Fig. 1: the metal 1 layer
The bar under the picture is 50 um long. Supply wires on this layer in gray.
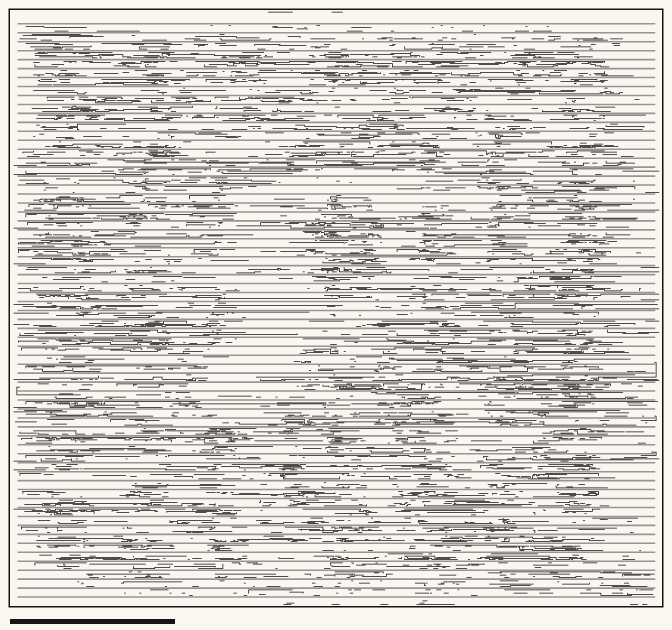
Fig. 2: the metal 2 layer
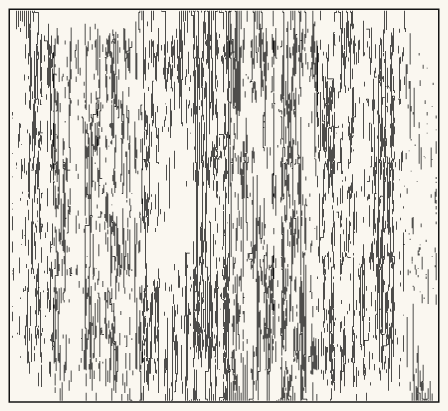
Fig. 3: metal 3
The bar under the picture is 50 um long. Cells faint in the background.
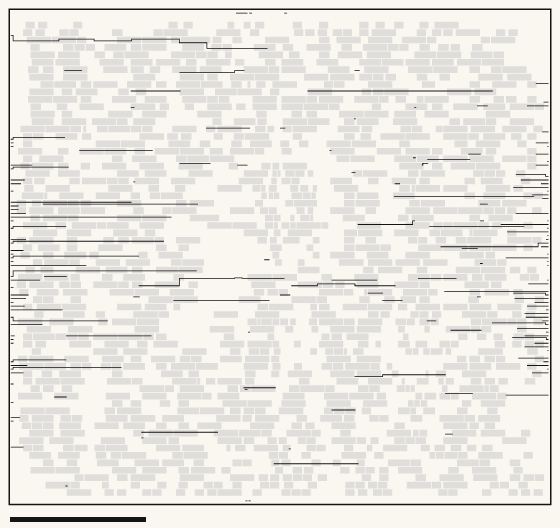
Fig. 4: the metal 4 layer
Supply wires on this layer in gray.
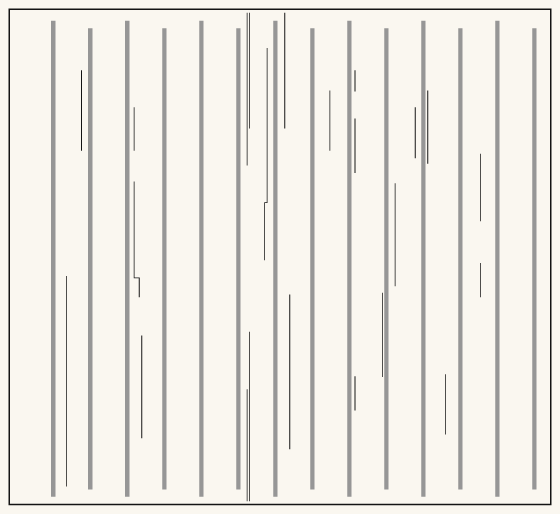
### src/rtl/sorted_lists_pkg.sv
// Shared types and sizing for the sorted-list scheduler slice.
package sorted_lists_pkg;

   localparam int unsigned N_LISTS = 4;
   localparam int unsigned N_REQ   = 2;
   localparam int unsigned SN_LAT  = 3;
   localparam int unsigned LIST_W  = $clog2(N_LISTS);

   typedef logic [7:0] key_t;
   typedef logic [7:0] value_t;

   typedef struct packed {
      key_t   key;
      value_t value;
   } entry_t;

   // e[0] holds the largest key, e[3] the smallest; key 0 marks an empty slot
   typedef struct packed {
      entry_t [0:3] e;
   } table_state_t;

   typedef logic [LIST_W-1:0] list_id_t;

   typedef struct packed {
      logic     vld;
      list_id_t id;
   } inflight_tag_t;

endpackage

### src/rtl/rr_arbiter.sv
// Generic N-way round-robin arbiter; pointer moves past the winner on a grant.
module rr_arbiter #(
   parameter int unsigned N = 2
) (
   input  logic         clk,
   input  logic         rst,
   input  logic [N-1:0] req,
   output logic [N-1:0] gnt
);

   localparam int unsigned PW = (N > 1) ? $clog2(N) : 1;

   logic [PW-1:0] ptr_q, ptr_d;
   logic          found;

   // first requester at or after the pointer wins, then wrap to the low indices
   always_comb begin
      gnt   = '0;
      ptr_d = ptr_q;
      found = 1'b0;
      for (int unsigned i = 0; i < N; i++) begin
         if (!found && req[i] && (i >= 32'(ptr_q))) begin
            found  = 1'b1;
            gnt[i] = 1'b1;
            ptr_d  = (i == N - 1) ? '0 : PW'(i + 1);
         end
      end
      for (int unsigned i = 0; i < N; i++) begin
         if (!found && req[i]) begin
            found  = 1'b1;
            gnt[i] = 1'b1;
            ptr_d  = (i == N - 1) ? '0 : PW'(i + 1);
         end
      end
   end

   // pointer register
   always_ff @(posedge clk or posedge rst) begin
      if (rst) ptr_q <= '0;
      else     ptr_q <= ptr_d;
   end

endmodule

### src/rtl/sorted_list_scheduler.sv
// Owns N_LISTS sorted lists and shares one external sorting network between
// N_REQ insert requesters via read-modify-write with per-list hazard blocking.
module sorted_list_scheduler
   import sorted_lists_pkg::*;
(
   input  logic                     clk,
   input  logic                     rst,
   input  logic     [N_REQ-1:0]     req_valid,
   output logic     [N_REQ-1:0]     req_ready,
   input  list_id_t [N_REQ-1:0]     req_list_id,
   input  entry_t   [N_REQ-1:0]     req_entry,
   output logic                     sn_unsorted_valid,
   output table_state_t             sn_unsorted,
   input  table_state_t             sn_sorted_r,
   input  logic                     qry_valid,
   input  list_id_t                 qry_list_id,
   output logic                     qry_resp_valid,
   output table_state_t             qry_resp,
   output logic                     busy
);

   localparam int unsigned RW = (N_REQ > 1) ? $clog2(N_REQ) : 1;

   table_state_t                tbl_q [N_LISTS];
   table_state_t                tbl_d [N_LISTS];
   inflight_tag_t [SN_LAT:1]    tag_q, tag_d;
   logic                        qry_resp_valid_q, qry_resp_valid_d;
   table_state_t                qry_resp_q, qry_resp_d;

   logic [N_REQ-1:0] elig, gnt;
   logic [RW-1:0]    gidx;
   logic             issue;
   logic             blk;

   // a requester is eligible unless its list has an op anywhere in the tag pipe
   always_comb begin
      elig = '0;
      blk  = 1'b0;
      for (int unsigned i = 0; i < N_REQ; i++) begin
         blk = 1'b0;
         for (int unsigned k = 1; k <= SN_LAT; k++) begin
            if (tag_q[k].vld && (tag_q[k].id == req_list_id[i])) blk = 1'b1;
         end
         elig[i] = req_valid[i] & ~blk;
      end
   end

   rr_arbiter #(.N(N_REQ)) u_arb (
      .clk (clk),
      .rst (rst),
      .req (elig),
      .gnt (gnt)
   );

   // grant encode and build the modified list for the sorting network
   always_comb begin
      req_ready = rst ? '0 : gnt;
      gidx      = '0;
      for (int unsigned i = 0; i < N_REQ; i++) begin
         if (req_ready[i]) gidx = RW'(i);
      end
      issue             = |req_ready;
      sn_unsorted_valid = issue;
      sn_unsorted       = tbl_q[req_list_id[gidx]];
      // a new key not above the current minimum keeps the old e[3], so the
      // sorted writeback leaves the list unchanged
      if (req_entry[gidx].key > sn_unsorted.e[3].key) sn_unsorted.e[3] = req_entry[gidx];
   end

   // tag pipe advance, writeback from stage SN_LAT, query with writeback bypass
   always_comb begin
      tag_d[1] = {issue, req_list_id[gidx]};
      for (int unsigned k = 2; k <= SN_LAT; k++) tag_d[k] = tag_q[k-1];
      tbl_d = tbl_q;
      if (tag_q[SN_LAT].vld) tbl_d[tag_q[SN_LAT].id] = sn_sorted_r;
      qry_resp_valid_d = qry_valid;
      qry_resp_d       = tbl_d[qry_list_id];
   end

   // any valid stage means an insert is in flight
   always_comb begin
      busy = 1'b0;
      for (int unsigned k = 1; k <= SN_LAT; k++) busy = busy | tag_q[k].vld;
   end

   // state registers; reset drops all tags so late sorter results are ignored
   always_ff @(posedge clk or posedge rst) begin
      if (rst) begin
         for (int unsigned l = 0; l < N_LISTS; l++) tbl_q[l] <= '0;
         tag_q            <= '0;
         qry_resp_valid_q <= 1'b0;
         qry_resp_q       <= '0;
      end else begin
         tbl_q            <= tbl_d;
         tag_q            <= tag_d;
         qry_resp_valid_q <= qry_resp_valid_d;
         qry_resp_q       <= qry_resp_d;
      end
   end

   assign qry_resp_valid = qry_resp_valid_q;
   assign qry_resp       = qry_resp_q;

endmodule

### config.mk
export PLATFORM = sky130hd
export DESIGN_NAME = sorted_list_scheduler
export DESIGN_NICKNAME = d
export VERILOG_FILES = /design/src/rtl/sorted_lists_pkg.sv /design/src/rtl/rr_arbiter.sv /design/src/rtl/sorted_list_scheduler.sv
export SDC_FILE = /design/constraint.sdc
export NUM_CORES = 1
export LEC_CHECK = 0
export CAP_MARGIN = 20
export CELL_PAD_IN_SITES_DETAIL_PLACEMENT = 0
export CELL_PAD_IN_SITES_GLOBAL_PLACEMENT = 1
export CORE_AREA = 2 2 196 179
export DETAILED_ROUTE_END_ITERATION = 12
export DIE_AREA = 0 0 198 181
export PLACE_DENSITY_LB_ADDON = 0.1
export SETUP_SLACK_MARGIN = 0.15
export SLEW_MARGIN = 20
export SYNTH_ARGS = -nofsm -noshare
export SYNTH_HDL_FRONTEND = slang
export SYNTH_SLANG_ARGS = --single-unit
### constraint.sdc
create_clock -name clk -period 15.3 [get_ports clk]
set_input_delay 3.825 -clock clk [delete_from_list [all_inputs] [get_ports clk]]
set_output_delay 3.825 -clock clk [all_outputs]
set_load 0.02 [all_outputs]
==> reports/qor.txt <==
crit end category - primary output
Required @ worst endpoint - 11.48 ns
dominant cell by count in the synthesized netlist - sky130_fd_sc_hd__dfrtp_1
relative slew slack - 37.47%
placed wire-length estimate after detailed placement - 23240 um
part of the total power dissipated in sequential elements - 36.6%
dominant power group - combinational logic
Reg2Reg Launch Point - tag_q[6]
arrival time of data at the critical path endpoint - 9.74 ns
total track usage - 21.63%
Setup Slack @ Placement - 1.711 ns
Worst Path Buf+Inv - 4
die y size - 181 um
layout filler cell count - 2683
drt wl/cell - 23.01 um
combinational share of power - 40.1%
most frequent cells after synthesis - sky130_fd_sc_hd__dfrtp_1 (331), sky130_fd_sc_hd__mux2_2 (270), sky130_fd_sc_hd__mux4_2 (112)
crit share post-route - 88.67%
worst path cell trace - clkdlybuf4s50_1, xnor2_1, nand3_1, nand4_1, or3b_1, and2_1, inv_6, mux2i_1, mux2_2, ha_1, nor2b_1, o21a_1, o21a_1, o21ai_0, a21oi_2, buf_4, a2111oi_0, a221oi_1, clkdlybuf4s50_1
result of the run - completed
Clock Root Buffer - sky130_fd_sc_hd__clkbuf_16
number of different library cells in the post-synthesis netlist - 38
setup slack on the worst flop-to-flop path - 12.00 ns
ports placed on the boundary - 240
clock network contribution to total cell area - 6.354%
unrepaired setup endpoints after global routing - false
die footprint - 35840 um2
Storage cell area - 8283 um2
critical path peak fanout - 73
library cell occupying the most area in the post-synthesis netlist - sky130_fd_sc_hd__dfrtp_1
seq pwr - 1.41 mW
FFs & Latches - 331
upper clock frequency limit - 73.71 MHz
most area-hungry cell class in the final design - flip-flops and latches
maximum capacitance violations - 0
Notes on Fig. 1 above:
wire length on this layer = 16600 um
main direction = horizontal
share of all routed wire = 44%
longest straight run = 52.0 um

Notes on Fig. 2 above:
main direction = vertical
longest straight run = 139 um
share of all routed wire = 49%
wire length on this layer = 18400 um
nets with wire on the layer = 1180
aggregate routed wire length: 37650 um
met2 track demand over resource: 35.48%
vias post-DR: 9085

Notes on Fig. 3 above:
main direction = horizontal
longest straight run = 67.6 um
M3 GR Usage: 4.461%

Notes on Fig. 4 above:
nets with wire on the layer = 15
wire length on this layer = 813 um
share of all routed wire = 2.2%

-- metal layers --
layer | GRT usage (%) | part of all wire [%] | wire [um]
met5 | 0 | 0 | 0
met2 | 35.48 | 49 | 18420
met1 | 29.25 | 44 | 16580
met3 | 4.461 | 4.9 | 1831
met4 | 6.346 | 2.2 | 813
-- state kept, by name (all words and copies together), names as in the netlist --
signal          cells
qry_resp_valid      1
qry_resp           64
tag_d               6
u_arb.ptr_q         1
tag_q               3
tbl_q             256
-- cells by family after synthesis --
kind of cell / count (synthesis) / share of synthesized area, %
compound gates: 42 / 2.173
xor+xnor: 12 / 0.6862
fa+ha+maj: 8 / 0.6535
buf+inv: 68 / 2.181
flops: 331 / 54.08
mux: 418 / 38.67
simple gates: 36 / 1.560
No activity file was given, so power comes from the tool's default toggle rates.
